<file path="src/rtl/uart_rx_fifo.sv">
// 8N1 UART receiver with 16x oversampling feeding a first-word-fall-through FIFO.
// Sticky framing/overrun flags; shares clock and reset with the Nios II system.
//
// state  | meaning
// S_IDLE | line idle, waiting for a falling edge on rxd_s
// S_START| counting to mid start bit, rejects glitches
// S_DATA | sampling 8 data bits LSB first, one per 16 ticks
// S_STOP | waiting for mid stop bit; high pushes, low flags framing
// S_BREAK| stop bit was low, waiting for the line to return high
module uart_rx_fifo #(
    parameter int CLK_HZ     = 50000000,
    parameter int BAUD       = 115200,
    parameter int FIFO_DEPTH = 16
) (
    input  logic                          clk_clk,
    input  logic                          reset_reset_n,
    input  logic                          rxd,
    input  logic                          rd_en,
    output logic [7:0]                    rd_data,
    output logic                          rd_valid,
    output logic [$clog2(FIFO_DEPTH):0]   fifo_count,
    output logic                          framing_err,
    output logic                          overrun,
    input  logic                          clear_err
);

    localparam int DIV = CLK_HZ / (BAUD * 16);
    localparam int TW  = (DIV > 1) ? $clog2(DIV) : 1;
    localparam int AW  = $clog2(FIFO_DEPTH);
    localparam int CW  = AW + 1;
    localparam logic [TW-1:0] TICK_LAST = TW'(DIV - 1);
    localparam logic [CW-1:0] FULL_CNT  = CW'(FIFO_DEPTH);

    typedef enum logic [2:0] {
        S_IDLE,
        S_START,
        S_DATA,
        S_STOP,
        S_BREAK
    } rx_state_t;

    rx_state_t state, state_nxt;

    logic          rxd_m, rxd_s, rxd_q;
    logic          fall;
    logic [TW-1:0] tick_cnt;
    logic          tick;
    logic [3:0]    sub_cnt;
    logic [2:0]    bit_cnt;
    logic [7:0]    shift_reg;
    logic          push_pend;

    logic          tick_restart;
    logic          sub_clr;
    logic          shift_en;
    logic          stop_ok;
    logic          stop_bad;

    logic [7:0]    mem [FIFO_DEPTH];
    logic [AW-1:0] wr_ptr, rd_ptr;
    logic          full;
    logic          pop;
    logic          wr;
    logic          ovr_set;

    // Synchroniser plus one extra flop for start-edge detection
    always_ff @(posedge clk_clk or negedge reset_reset_n) begin
        if (!reset_reset_n) begin
            rxd_m <= 1'b1;
            rxd_s <= 1'b1;
            rxd_q <= 1'b1;
        end else begin
            rxd_m <= rxd;
            rxd_s <= rxd_m;
            rxd_q <= rxd_s;
        end
    end

    assign fall = rxd_q & ~rxd_s;
    assign tick = (tick_cnt == TICK_LAST);

    always_ff @(posedge clk_clk or negedge reset_reset_n) begin
        if (!reset_reset_n) begin
            tick_cnt <= '0;
        end else if (tick_restart || tick) begin
            tick_cnt <= '0;
        end else begin
            tick_cnt <= tick_cnt + TW'(1);
        end
    end

    always_ff @(posedge clk_clk or negedge reset_reset_n) begin
        if (!reset_reset_n) begin
            state <= S_IDLE;
        end else begin
            state <= state_nxt;
        end
    end

    always_comb begin
        state_nxt    = state;
        tick_restart = 1'b0;
        sub_clr      = 1'b0;
        shift_en     = 1'b0;
        stop_ok      = 1'b0;
        stop_bad     = 1'b0;
        case (state)
            S_IDLE: begin
                if (fall) begin
                    tick_restart = 1'b1;
                    sub_clr      = 1'b1;
                    state_nxt    = S_START;
                end
            end
            S_START: begin
                if (tick && sub_cnt == 4'd7) begin
                    sub_clr   = 1'b1;
                    state_nxt = rxd_s ? S_IDLE : S_DATA;
                end
            end
            S_DATA: begin
                if (tick && sub_cnt == 4'd15) begin
                    shift_en = 1'b1;
                    sub_clr  = 1'b1;
                    if (bit_cnt == 3'd7) begin
                        state_nxt = S_STOP;
                    end
                end
            end
            S_STOP: begin
                if (tick && sub_cnt == 4'd15) begin
                    if (rxd_s) begin
                        stop_ok   = 1'b1;
                        state_nxt = S_IDLE;
                    end else begin
                        stop_bad  = 1'b1;
                        state_nxt = S_BREAK;
                    end
                end
            end
            S_BREAK: begin
                if (rxd_s) begin
                    state_nxt = S_IDLE;
                end
            end
            default: state_nxt = S_IDLE;
        endcase
    end

    always_ff @(posedge clk_clk or negedge reset_reset_n) begin
        if (!reset_reset_n) begin
            sub_cnt   <= '0;
            bit_cnt   <= '0;
            shift_reg <= '0;
            push_pend <= 1'b0;
        end else begin
            if (sub_clr) begin
                sub_cnt <= '0;
            end else if (tick) begin
                sub_cnt <= sub_cnt + 4'd1;
            end
            if (tick_restart) begin
                bit_cnt <= '0;
            end else if (shift_en) begin
                bit_cnt <= bit_cnt + 3'd1;
            end
            if (shift_en) begin
                shift_reg <= {rxd_s, shift_reg[7:1]};
            end
            // shift_reg stays stable through the push cycle that follows
            push_pend <= stop_ok;
        end
    end

    assign full    = (fifo_count == FULL_CNT);
    assign pop     = rd_en && rd_valid;
    assign wr      = push_pend && (!full || pop);
    assign ovr_set = push_pend && full && !pop;

    always_ff @(posedge clk_clk or negedge reset_reset_n) begin
        if (!reset_reset_n) begin
            for (int i = 0; i < FIFO_DEPTH; i++) begin
                mem[i] <= '0;
            end
            wr_ptr     <= '0;
            rd_ptr     <= '0;
            fifo_count <= '0;
        end else begin
            if (wr) begin
                mem[wr_ptr] <= shift_reg;
                wr_ptr      <= wr_ptr + AW'(1);
            end
            if (pop) begin
                rd_ptr <= rd_ptr + AW'(1);
            end
            case ({wr, pop})
                2'b10:   fifo_count <= fifo_count + CW'(1);
                2'b01:   fifo_count <= fifo_count - CW'(1);
                default: fifo_count <= fifo_count;
            endcase
        end
    end

    assign rd_data  = mem[rd_ptr];
    assign rd_valid = (fifo_count != '0);

    // A new error in the same cycle as clear_err keeps the flag set
    always_ff @(posedge clk_clk or negedge reset_reset_n) begin
        if (!reset_reset_n) begin
            framing_err <= 1'b0;
            overrun     <= 1'b0;
        end else begin
            if (stop_bad) begin
                framing_err <= 1'b1;
            end else if (clear_err) begin
                framing_err <= 1'b0;
            end
            if (ovr_set) begin
                overrun <= 1'b1;
            end else if (clear_err) begin
                overrun <= 1'b0;
            end
        end
    end

endmodule

</file>
<file path="config.mk">
export PLATFORM = sky130hd
export DESIGN_NAME = uart_rx_fifo
export DESIGN_NICKNAME = d
export VERILOG_FILES = /design/src/rtl/uart_rx_fifo.sv
export SDC_FILE = /design/constraint.sdc
export NUM_CORES = 1
export LEC_CHECK = 0
export ABC_CLOCK_PERIOD_IN_PS = 3000
export CAP_MARGIN = 25
export CORE_MARGIN = 2
export CORE_UTILIZATION = 35
export CTS_CLUSTER_DIAMETER = 30
export DETAILED_ROUTE_END_ITERATION = 8
export GPL_ROUTABILITY_DRIVEN = 0
export PLACE_DENSITY = 0.54
export SETUP_SLACK_MARGIN = 0.4
export SYNTH_ARGS = -nofsm -noshare
export SYNTH_HDL_FRONTEND = slang
export SYNTH_SLANG_ARGS = --single-unit
export TNS_END_PERCENT = 1
</file>
<file path="constraint.sdc">
create_clock -name clk_clk -period 3 [get_ports clk_clk]
set_input_delay 0.6 -clock clk_clk [delete_from_list [all_inputs] [get_ports clk_clk]]
set_output_delay 0.6 -clock clk_clk [all_outputs]
set_load 0.02 [all_outputs]
</file>
zoom.png
Window x 106 to 126, y 29 to 49 microns. Cells in gray, sequential cells in the stronger gray; small squares are vias.
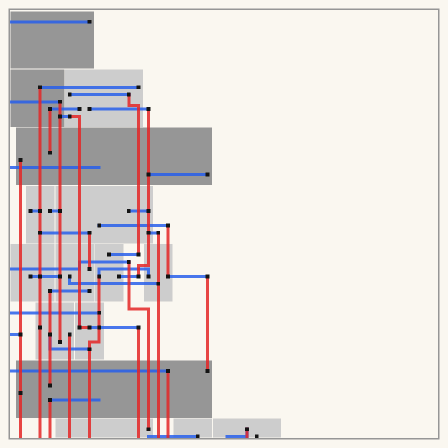
| layer | color |
|---|---|
| met2 | red |
| met1 | blue |
most frequent: nand2_1 (4), o21ai_0 (2), dfrtp_1 (2)
sequential cells in the window: 2
cells with their middle in the window: 11
netlist names of flops here include: bit_cnt (2)

final_congestion.png
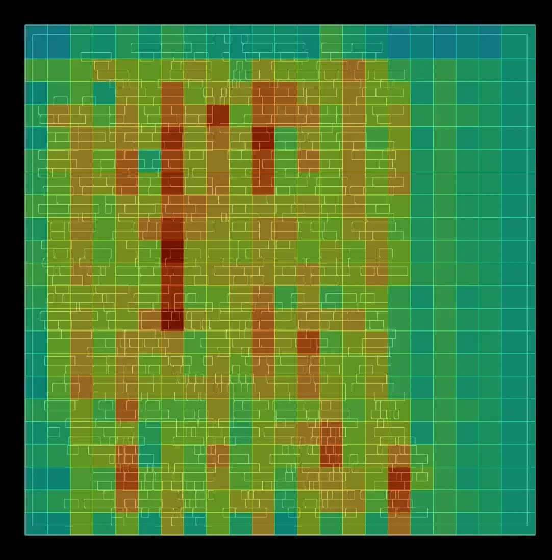
GRT Util Overall: 15.1%
Core Util, Final: 41.8%
met3 GRT Util: 2.76%
M2 GR Usage: 25.8%

clock_map.png
Scale: 2 px per micron.
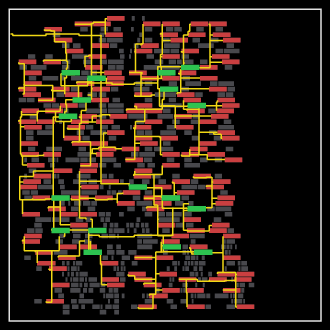
[cells driving clock nets] green | count: 17
[flip-flops] red | count: 170
[clock wires] yellow | length: 2040 microns
routed clock nets: 18
clock share of power: 36.6%
clk_skew: 0.0210 ns
power in the clock group: 2370 uW
clk latency late pin: 0.43 ns

metal_stack.png
Scale: 2 px per micron.
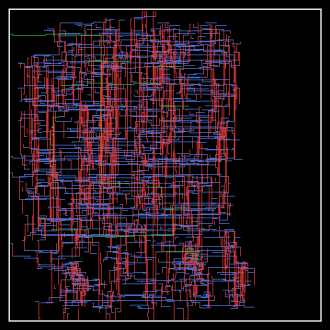
| layer | color | wire length |
|---|---|---|
| met4 | orange | 133 microns |
| met3 | green | 282 microns |
| met1 | blue | 7780 microns |
| met2 | red | 8750 microns |
final wirelength: 16.9 mm
WL per Instance: 19.1 microns
DR vias: 4627

==> impl_metrics.toml <==
# yosys + openroad results
[floorplan]
coreArea_sq_um = 22500
die_h_microns = 155
top_level_ports = 21
fp_util_pct = 35.5
num_rows = 55
die_w_microns = 155
taps = 285
die-area_sq_um = 24100

[layout]
register_area_sq_um = 4260
clock_buffers = 19
buf_share_pct = 5.59
lay_top_cells = "dfrtp_1, mux2_2, mux4_2"
diodes = 0
final_layout_size_suffix_gt1_share_pct = 45.9
lay_top_count = "dfrtp_1"
comb_share_pct = 38.1
logic_area_sq_um = 3580
logic_gate_count = 342
seq_area_share_pct = 45.3
fin_nets = 607
n_sequential_cell = 170
fin_cells = 886
areaGrowthSynthToFinish_pct = 17.5
nonClockInverterCount = 10
stdcell_area_sq_um = 9400
largest_reg_flops = 128
nFillCells = 2016
final-clk-cell-share_pct = 6.83
n_all_buffers = 47

[status]
outcome = "finished, final reports clean"

[critical_path]
critPathCaptureType = "output port"
arrival_ns = 2.14
r2r_setup_slack_ns = 0.57
max_stage_delay_ns = 0.51
cp_slowest_cell = "mux4_2"
r2r-end = "fifo_count[4]"
crit_chain = "buf_12 -> buf_12 -> buf_16 -> mux4_2 -> a22oi_2 -> nand2_2 -> buf_6"
cp_common_cell = "buf_12"
r2r_start = "fifo_count[2]"
crit_start = "rd_ptr[0]"
worstPathRequired_ns = 2.40
endpoint = "rd_data[1]"
crit_type = "reg2out"
crit_buf_inv = 4
worst-path-max-fanout = 6
cp-start-kind = "register"
worstSetupPathDepth = 7

[global_route]
grt.busiest_layer = "met2"
grt_pass1_wl_mm = 27.8
met1_usage_pct = 19.7
grt_pass1_vias = 4902
grt_antenna_before_repair = 0
grt_start_max_net_pins = 69

[final_timing]
hold_viol = 0
period_minus_slack_ns = 2.74
finalCritPeriodShare_pct = 91.2
setup_violations = 0
fin_tns_setup_ns = 0
hold_ws_ns = 0.179
maxSlewHeadroom_pct = 54.1
rsz0062_at_grt = "true"
clock.fmax_ghz = 0.365

[logic_synthesis]
synth.most_common_cell = "dfrtp_1"
synth-compound-area-share_pct = 3.54
yosys.area.top_type_share_pct = 52.3
xor_share_pct = 1.86
enable_flop_cells = 0
common_cells = "dfrtp_1, mux2_2, mux4_2"
ys_types = 49
synth-area-yosys_sq_um = 8000
ys_seq_elements = 170
synth_seq_share_pct = 53.2
area_leaders = "dfrtp_1, mux2_2, mux4_2"
avgSynthCellArea_sq_um = 14.3
ys_warn_count = 0
largest_area_cell = "dfrtp_1"
syn_inst = 558
flop_cell = "dfrtp_1"
async_flop_share_pct = 100
ys_cells = 558
mux_share_pct = 28.8
top_logic_kind = "multiplexers"
synth-simple-area-share_pct = 7.43
syn_nets = 577
synthesis.area_sq_um = 8000

[place]
dpl.hpwl_mm = 11.0
dpl_cell_area_sq_um = 8550
numPortBuffers = 20
place_inst = 845

[clock_network]
clockBufferDepth = 2
numCtsBuffers = 17
tritoncts = "built"
cts_resized = 52
hold_buffers = 0
htreeDepth = 4
clock_sinks = 170
post_cts_buffers = 3

[power_and_ir_drop]
ir_drop_mv = 0.450
switching_share_pct = 28.4
switchingPower_uw = 1840
p_leak_uw = 0.00443
power_uw = 6470
pwr-share-comb_pct = 23.5
pwr-share-seq_pct = 39.8
pwr.group.combinational_uw = 1520
p_int_uw = 4630
seq_power_uw = 2570
power.group.top = "sequential cells"
cellPowerDensity_nw_per_um2 = 688

[route]
antenna_left = 0
drt_iter0_markers = 197
wl_met3_microns = 281
routed.top_layer = "met4"
dr.pass1.iters = 4
route.met2.wl_mm = 8.75
drc = 0
via_per_inst = 5.22
wl_met1_mm = 7.78

[hold_path]
hold_class = "in2async"

[job]
drv_cap = 0
Power is estimated from default activity; no workload was simulated.
